==> config.mk <==
export PLATFORM = sky130hd
export DESIGN_NAME = reset_sequencer
export DESIGN_NICKNAME = d
export VERILOG_FILES = /design/src/rtl/reset_sequencer.sv
export SDC_FILE = /design/constraint.sdc
export NUM_CORES = 1
export LEC_CHECK = 0
export ABC_AREA = 1
export CORE_UTILIZATION = 40
export DETAILED_ROUTE_END_ITERATION = 10
export SYNTH_ARGS = -nofsm -noshare
export SYNTH_HDL_FRONTEND = slang
export SYNTH_SLANG_ARGS = --single-unit
==> constraint.sdc <==
create_clock -name clk -period 3.8 [get_ports clk]
set_input_delay 0.76 -clock clk [delete_from_list [all_inputs] [get_ports clk]]
set_output_delay 0.76 -clock clk [all_outputs]
set_load 0.01 [all_outputs]
congestion.png
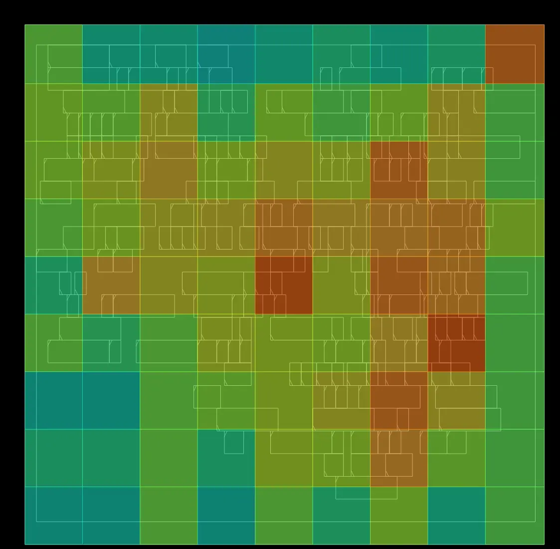
GR Util met2: 29.1%
Total GRT Usage: 16.3%
busiest grt layer: met2

detail.png
The bar under the picture is 5 um long. Region (37, 37) to (57, 57) um. Cells in grey, sequential cells in the stronger grey; small squares are vias.
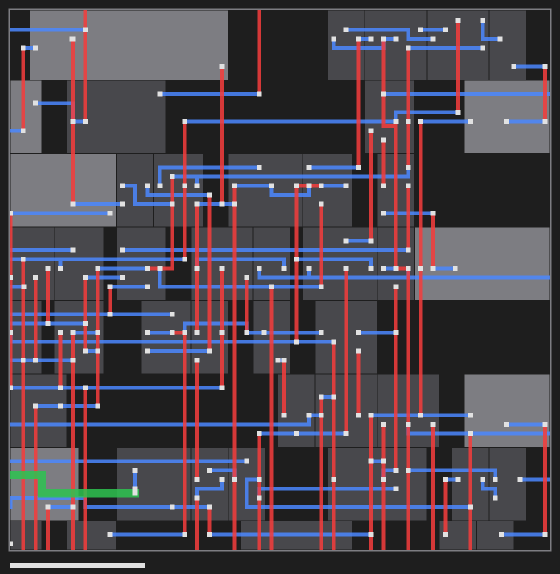
legend:
  metal 3:
    colour: green
  metal 1:
    colour: blue
  metal 2:
    colour: red
cells with their middle in the window: 36
most frequent: nand2_1 (6), nor2_1 (5), nand3_1 (4)
sequential cells in the window: 3

layer_met1.png
The bar under the picture is 20 um long.
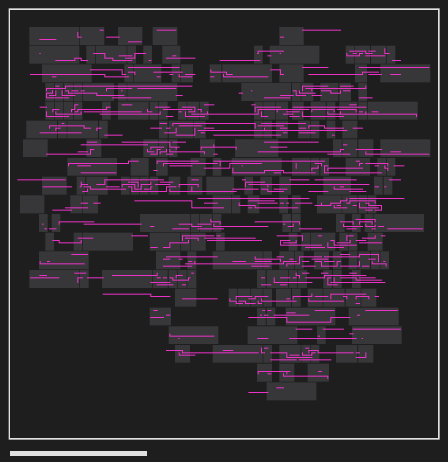
main direction: horizontal
nets with wire on the layer: 207
wire length on this layer: 1,350 um
share of all routed wire: 48%
drt total wl: 2780 um
via count: 1,197
grt met1 use: 19.0%

metal_density.png
The die is cut into 12 by 12 equal tiles; white is low, dark blue is high, scaled to the fullest tile. Values are wire area over tile area, all layers added.
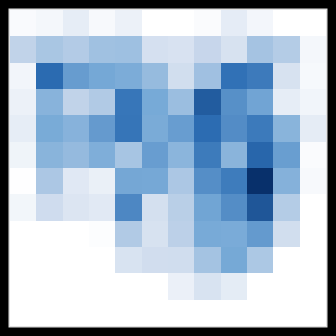
tiles over half the peak: 22%
emptiest ninth of the die: lower left
nearly empty tiles: 26%
mean over tiles: 0.11
fullest tile: 0.41
routed length per instance: 10.9 um

==> flow_summary.json <==
{
  "p_clk_share_pct": 22.8,
  "crit_path_max_incr_delay_ps": 540,
  "slowest_stage": "clkdlybuf4s50_1",
  "min_path_cells": 2,
  "clk_pin_slew_ps": 130,
  "aoi_share_pct": 6.20,
  "top_cell_area_share_pct": 34.5,
  "rr_worst_depth": 9,
  "mostFrequentLayoutCells": "43 x nand2_1, 30 x nor2_1, 25 x dfxtp_1",
  "buffer_area_share_pct": 5.04,
  "synth_top_cell_by_area": "dfxtp_1",
  "p_total_uw": 523,
  "cts.sinks": 25,
  "pre_cts_ws_ps": 1500,
  "powerSeq_uw": 281,
  "powerClk_uw": 119,
  "comb_area_share_pct": 52.2,
  "pg_comb_uw": 123,
  "crit_type": "register to output pin",
  "cts_resized": 0,
  "nFlopsAndLatches": 25,
  "flop_cell": "dfxtp_1",
  "async_flop_share_pct": 0,
  "fin_tns_setup_ps": 0,
  "synthTopLogicFamily": "simple AND/OR/NAND/NOR gates",
  "dr.max_layer_used": "met4",
  "ys_seq_share_pct": 34.5,
  "ctsHoldBuffers": 0,
  "route.detailed.drc": 0,
  "synth_simple_gate_area_share_pct": 41.4,
  "timing.final.ws_setup_ps": 1800,
  "worstMarginPinSlew_ps": 322,
  "setup-violations-final": 0,
  "overflow": 0,
  "synthXorXnorAreaFrac_pct": 3.62,
  "p_int_uw": 355,
  "synth_dominant_cell_count": "nand2_1",
  "n_all_inverters": 25,
  "yosys_area_um2": 1450,
  "comb_power_share_pct": 23.4,
  "syn_inst": 200,
  "p_leak_nw": 0.638,
  "rsz0062_at_grt": "no",
  "outcome": "complete, no violations",
  "insertion_delay_ps": 320,
  "layoutNonFillerInstCount": 255,
  "placed_area_um2": 1560,
  "wl_met3_um": 68,
  "syn_to_final_growth_pct": 9.47,
  "drive_gt1_share_pct": 16.7,
  "clk_share_pct": 1.65,
  "postRouteAntennaNets": 0,
  "critPathTopFamily": "buffers and inverters",
  "hold_path.class": "register to register",
  "buffers_excl_clock": 8,
  "cts_buffers": 3,
  "power_switching_uw": 168,
  "grt_pass1_wl_um": 5030,
  "crit_arrival_ps": 1240,
  "synth-edff-count": 0,
  "logic_area_um2": 830,
  "fmax_mhz": 501,
  "yosys_warnings": 0,
  "critPathBufInv": 1,
  "synth.distinct_cells": 30,
  "dpl.cell_count": 251,
  "finalCritPeriodShare_pct": 52.5,
  "required_ps": 3040,
  "num-clock-buffers": 4,
  "post-route-min-period_ps": 2000,
  "sh_seq_area_pct": 31.5,
  "yosys_cells": 200,
  "power_leader": "sequential cells",
  "synth-adder-area-share_pct": 5.17,
  "end_kind": "output pin",
  "antenna_found_initial": 0,
  "top_cells_by_count": "43 x nand2_1, 30 x nor2_1, 25 x dfxtp_1",
  "antenna_cells": 0,
  "path_depth": 1,
  "dr.pass1.iters": 4,
  "tool_warnings": 30,
  "largest_class": "multi-input combinational cells",
  "grt_max_degree": 16,
  "finish.instance_area_um2": 1590,
  "die-area_um2": 3880,
  "power.density_nw_per_um2": 329,
  "hold_viol": 0,
  "fp-utilization_pct": 42.5,
  "dp_hpwl_um": 2160,
  "cts_tree": "done",
  "critPathLaunchType": "register",
  "routedLengthMet1_um": 1350
}
